M4 wires:
The bar under the picture is 50 um long.
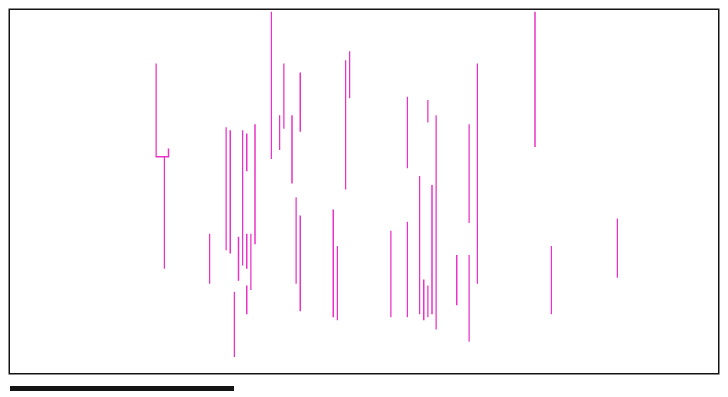
Gate-type map:
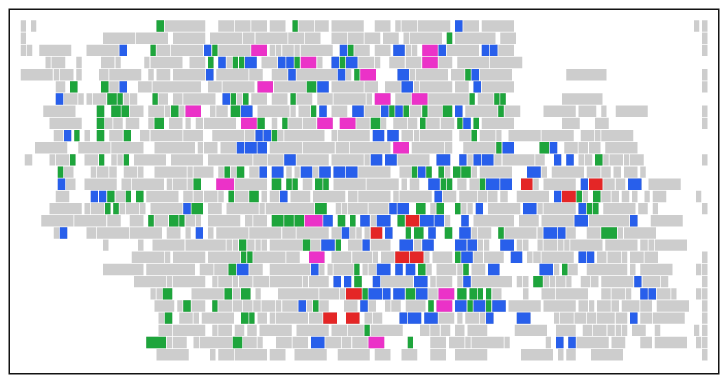
--- src/rtl/mc_pkg.sv ---
// rtl/mc_pkg.sv - shared widths, register map, state encoding and duty step helper
package mc_pkg;

    localparam int N_MOTORS = 6;
    localparam int DIR_W    = 2 * N_MOTORS;
    localparam int DUTY_W   = 5;

    localparam logic [1:0] ADDR_DIR    = 2'd0;
    localparam logic [1:0] ADDR_DUTY   = 2'd1;
    localparam logic [1:0] ADDR_STATUS = 2'd2;
    localparam logic [1:0] ADDR_CTRL   = 2'd3;

    typedef enum logic [2:0] {
        ST_INIT1     = 3'd0,
        ST_INIT2     = 3'd1,
        ST_TRACK     = 3'd2,
        ST_RAMP_DOWN = 3'd3,
        ST_DEADTIME  = 3'd4,
        ST_WR_DIR    = 3'd5
    } state_t;

    // Move cur toward tgt by at most step, landing exactly on tgt instead of overshooting.
    function automatic logic [DUTY_W-1:0] step_toward(
        input logic [DUTY_W-1:0] cur,
        input logic [DUTY_W-1:0] tgt,
        input logic [DUTY_W-1:0] step
    );
        logic [DUTY_W-1:0] res;
        if (tgt > cur) begin
            res = ((tgt - cur) > step) ? (cur + step) : tgt;
        end else begin
            res = ((cur - tgt) > step) ? (cur - step) : tgt;
        end
        return res;
    endfunction

endpackage

--- src/rtl/mc_prescaler.sv ---
// rtl/mc_prescaler.sv - free-running divider producing a one-cycle ramp tick
module mc_prescaler #(
    parameter int DIV = 50000
) (
    input  logic clk,
    input  logic reset,
    output logic tick
);

    localparam int W = (DIV > 1) ? $clog2(DIV) : 1;
    localparam logic [W-1:0] LAST = W'(DIV - 1);

    logic [W-1:0] cnt;

    assign tick = (cnt == LAST);

    // Count 0..DIV-1 and wrap; tick marks the wrap cycle.
    always_ff @(posedge clk) begin
        if (reset || tick) begin
            cnt <= '0;
        end else begin
            cnt <= cnt + 1'b1;
        end
    end

endmodule

--- src/rtl/motor_ramp_scheduler.sv ---
// rtl/motor_ramp_scheduler.sv - host-facing ramp/deadtime/watchdog sequencer for the 6-motor slave
module motor_ramp_scheduler #(
    parameter int RAMP_DIV    = 50000,
    parameter int DUTY_STEP   = 1,
    parameter int DEAD_CYCLES = 50000,
    parameter int WDT_CYCLES  = 50000000
) (
    input  logic        clk,
    input  logic        reset,
    input  logic        write,
    input  logic [1:0]  address,
    input  logic [31:0] writedata,
    output logic [31:0] readdata,
    output logic        out_write,
    output logic        out_addr,
    output logic [31:0] out_writedata,
    output logic        wdt_tripped
);
    import mc_pkg::*;

    localparam logic [DUTY_W-1:0] STEP      = DUTY_W'(DUTY_STEP);
    localparam logic [31:0]       DEAD_LOAD = 32'(DEAD_CYCLES - 1);
    localparam logic [31:0]       WDT_LIM   = 32'(WDT_CYCLES);
    localparam bit                WDT_ON    = (WDT_CYCLES != 0);

    logic              tick;
    state_t            state, state_d;
    logic [DIR_W-1:0]  tgt_dir, cur_dir, cur_dir_d;
    logic [DUTY_W-1:0] tgt_duty, cur_duty, cur_duty_d;
    logic [DUTY_W-1:0] duty_track, duty_down;
    logic [31:0]       dead_cnt, dead_cnt_d;
    logic              out_write_d, out_addr_d;
    logic [31:0]       out_writedata_d;
    logic [31:0]       wdt_cnt;
    logic              host_wr, wdt_expire;
    logic              unused_wd;

    assign unused_wd = ^writedata[31:DIR_W];

    mc_prescaler #(.DIV(RAMP_DIV)) u_prescaler (
        .clk   (clk),
        .reset (reset),
        .tick  (tick)
    );

    assign host_wr    = write && (address != ADDR_STATUS);
    // A host write in the expiry cycle takes priority, so it suppresses the trip.
    assign wdt_expire = WDT_ON && (wdt_cnt == WDT_LIM) && !host_wr;

    assign duty_track = step_toward(cur_duty, tgt_duty, STEP);
    assign duty_down  = step_toward(cur_duty, '0, STEP);

    // Host target registers, control actions and the host-silence watchdog.
    always_ff @(posedge clk) begin
        if (reset) begin
            tgt_dir     <= '0;
            tgt_duty    <= '0;
            wdt_tripped <= 1'b0;
            wdt_cnt     <= '0;
        end else if (host_wr) begin
            wdt_cnt <= '0;
            case (address)
                ADDR_DIR:  tgt_dir  <= writedata[DIR_W-1:0];
                ADDR_DUTY: tgt_duty <= writedata[DUTY_W-1:0];
                default: begin
                    if (writedata[0]) wdt_tripped <= 1'b0;
                    if (writedata[1]) begin
                        tgt_dir  <= '0;
                        tgt_duty <= '0;
                    end
                end
            endcase
        end else if (wdt_expire) begin
            tgt_dir     <= '0;
            tgt_duty    <= '0;
            wdt_tripped <= 1'b1;
        end else if (WDT_ON) begin
            wdt_cnt <= wdt_cnt + 32'd1;
        end
    end

    // Sequencer state, mirrored motor values and registered slave write port.
    always_ff @(posedge clk) begin
        if (reset) begin
            state         <= ST_INIT1;
            cur_dir       <= '0;
            cur_duty      <= '0;
            dead_cnt      <= '0;
            out_write     <= 1'b0;
            out_addr      <= 1'b0;
            out_writedata <= '0;
        end else begin
            state         <= state_d;
            cur_dir       <= cur_dir_d;
            cur_duty      <= cur_duty_d;
            dead_cnt      <= dead_cnt_d;
            out_write     <= out_write_d;
            out_addr      <= out_addr_d;
            out_writedata <= out_writedata_d;
        end
    end

    // Next-state and slave-write decisions; all steps use the pre-write targets.
    always_comb begin
        state_d         = state;
        cur_dir_d       = cur_dir;
        cur_duty_d      = cur_duty;
        dead_cnt_d      = dead_cnt;
        out_write_d     = 1'b0;
        out_addr_d      = out_addr;
        out_writedata_d = out_writedata;
        case (state)
            ST_INIT1: begin
                out_write_d     = 1'b1;
                out_addr_d      = 1'b1;
                out_writedata_d = '0;
                cur_duty_d      = '0;
                state_d         = ST_INIT2;
            end
            ST_INIT2: begin
                out_write_d     = 1'b1;
                out_addr_d      = 1'b0;
                out_writedata_d = '0;
                cur_dir_d       = '0;
                state_d         = ST_TRACK;
            end
            ST_TRACK: begin
                if (tgt_dir != cur_dir) begin
                    if (cur_duty == '0) begin
                        state_d    = ST_DEADTIME;
                        dead_cnt_d = DEAD_LOAD;
                    end else begin
                        state_d = ST_RAMP_DOWN;
                    end
                end else if (tick && (cur_duty != tgt_duty)) begin
                    cur_duty_d      = duty_track;
                    out_write_d     = 1'b1;
                    out_addr_d      = 1'b1;
                    out_writedata_d = {{(32-DUTY_W){1'b0}}, duty_track};
                end
            end
            ST_RAMP_DOWN: begin
                if (tgt_dir == cur_dir) begin
                    state_d = ST_TRACK;
                end else if (cur_duty == '0) begin
                    state_d    = ST_DEADTIME;
                    dead_cnt_d = DEAD_LOAD;
                end else if (tick) begin
                    cur_duty_d      = duty_down;
                    out_write_d     = 1'b1;
                    out_addr_d      = 1'b1;
                    out_writedata_d = {{(32-DUTY_W){1'b0}}, duty_down};
                end
            end
            ST_DEADTIME: begin
                if (tgt_dir == cur_dir) begin
                    state_d = ST_TRACK;
                end else if (dead_cnt == '0) begin
                    state_d = ST_WR_DIR;
                end else begin
                    dead_cnt_d = dead_cnt - 32'd1;
                end
            end
            ST_WR_DIR: begin
                out_write_d     = 1'b1;
                out_addr_d      = 1'b0;
                out_writedata_d = {{(32-DIR_W){1'b0}}, tgt_dir};
                cur_dir_d       = tgt_dir;
                state_d         = ST_TRACK;
            end
            default: begin
                state_d = ST_INIT1;
            end
        endcase
    end

    // Host read mux: targets, live status word, control reads as zero.
    always_comb begin
        readdata = '0;
        case (address)
            ADDR_DIR:    readdata = {{(32-DIR_W){1'b0}}, tgt_dir};
            ADDR_DUTY:   readdata = {{(32-DUTY_W){1'b0}}, tgt_duty};
            ADDR_STATUS: readdata = {11'b0, state, wdt_tripped, cur_duty, cur_dir};
            default:     readdata = '0;
        endcase
    end

endmodule

--- config.mk ---
export PLATFORM = sky130hd
export DESIGN_NAME = motor_ramp_scheduler
export DESIGN_NICKNAME = d
export VERILOG_FILES = /design/src/rtl/mc_pkg.sv /design/src/rtl/mc_prescaler.sv /design/src/rtl/motor_ramp_scheduler.sv
export SDC_FILE = /design/constraint.sdc
export NUM_CORES = 1
export LEC_CHECK = 0
export CAP_MARGIN = 20
export CORE_ASPECT_RATIO = 0.5
export CORE_MARGIN = 2
export CORE_UTILIZATION = 59
export CTS_CLUSTER_DIAMETER = 200
export DETAILED_ROUTE_END_ITERATION = 10
export GPL_ROUTABILITY_DRIVEN = 0
export PLACE_DENSITY = 0.91
export SKIP_CTS_REPAIR_TIMING = 1
export SYNTH_ARGS = -nofsm -noshare
export SYNTH_HDL_FRONTEND = slang
export SYNTH_HIERARCHICAL = 1
export SYNTH_SLANG_ARGS = --single-unit
export TNS_END_PERCENT = 30
--- constraint.sdc ---
create_clock -name clk -period 8.1 [get_ports clk]
set_input_delay 2.43 -clock clk [delete_from_list [all_inputs] [get_ports clk]]
set_output_delay 2.43 -clock clk [all_outputs]
set_load 0.005 [all_outputs]
==> flow_summary.toml <==
# physical design summary
[run_status]
status = "complete, no violations"

[layout]
inv_count = 23
reg.largest.list = "dead_cnt (32), wdt_cnt (32), u_prescaler/cnt (16)"
regArea_sq_mm = 0.002643
layout-area-overhead-vs-synth_pct = 16.52
nonClkBufAreaFrac = 0.07425
fillers = 788
non_clock_buffer_count = 61
clkCellAreaFrac = 0.07593
largestClassByArea = "logic gates"
design_area_sq_mm = 0.008173

[power]
pwr_density_cell_mw_per_mm2 = 296.9
seq_power_share = 0.324
worst_ir_drop_vdd_mv = 0.1504
power.group.top = "the clock network"
p_clk_frac = 0.338
power_switching_w = 0.0008943

[drt]
drt_pass1_iterations = 7
met1_length_um = 7067
top_layer = "met4"
drcViolationCount = 0
ant_nets = 0
via_per_inst = 6.030
wl_met3_um = 1248

[place]
placed_area_sq_mm = 0.007506
io_buffers = 52

[yosys]
synthAoiAreaFrac = 0.1341
adder_share = 0.03782
top_area_cell = "dfxtp_1"
xor_share = 0.09490
top_cell = "nor2_1"
top_cells_by_count = "nor2_1 (136), dfxtp_1 (132), nand2_1 (78)"

[floorplanning]
io-pin-count = 104
num_tap_cells = 165
die_width_um = 158.2
dieArea_sq_mm = 0.01283
core_area_sq_mm = 0.01170
dieHeight_um = 81.10

[timing]
relSlewSlack = 0.4175
slew_violations = 0
timing.hold.ws_ps = 462.2
fin_crit_sh = 0.8273
finalWorstSetupSlack_ps = 1399

[worst_hold_path]
whs_endpoint = "out_writedata[4]$_SDFFE_PP0P_"
whs_path_depth = 2
min_from = "out_writedata[4]$_SDFFE_PP0P_"

[critical_path]
cp-end-kind = "output port"
start_kind = "primary input"
cp_cell_sequence = "clkdlybuf4s50_1 -> buf_4 -> nor2b_1 -> buf_4 -> nand2_1 -> o21ai_0 -> clkdlybuf4s50_1"
path_depth = 7
critPathKind = "primary input to output port"
rr_worst_depth = 11
rrSetupSlack_ps = 4670

[clock_tree]
path_clk_slew_ps = 60
cts_tree = "yes"
worstSkewPairLatency_ps = 440
cts_buffers = 17
cts.sinks = 132
clockBufferDepth = 2

[job]
cap_violations = 0

[grt]
grt_overflow = 0
met2_usage = 0.4717
top_usage_layer = "met2"
grt_pass1_wl_um = 27610
grt_usage = 0.2738
antenna_found_initial = 0
Notes on 'M4 wires' above:
longest straight run: 49.0 um
wire length on this layer: 772 um
wirelength, routed: 17,530 um
vias: 6,530

Notes on 'gate-type map' above:
legend:
  NAND gates:
    colour: green
    cells: 137
  inverting AOI/OAI gates:
    colour: blue
    cells: 136
  AND-OR and OR-AND gates:
    colour: red
    cells: 10
  multiplexers:
    colour: magenta
    cells: 19
multi-input combinational area share: 0.4907
Finished Layout Cells: 1,083
most numerous logic cell after layout: nor2_1

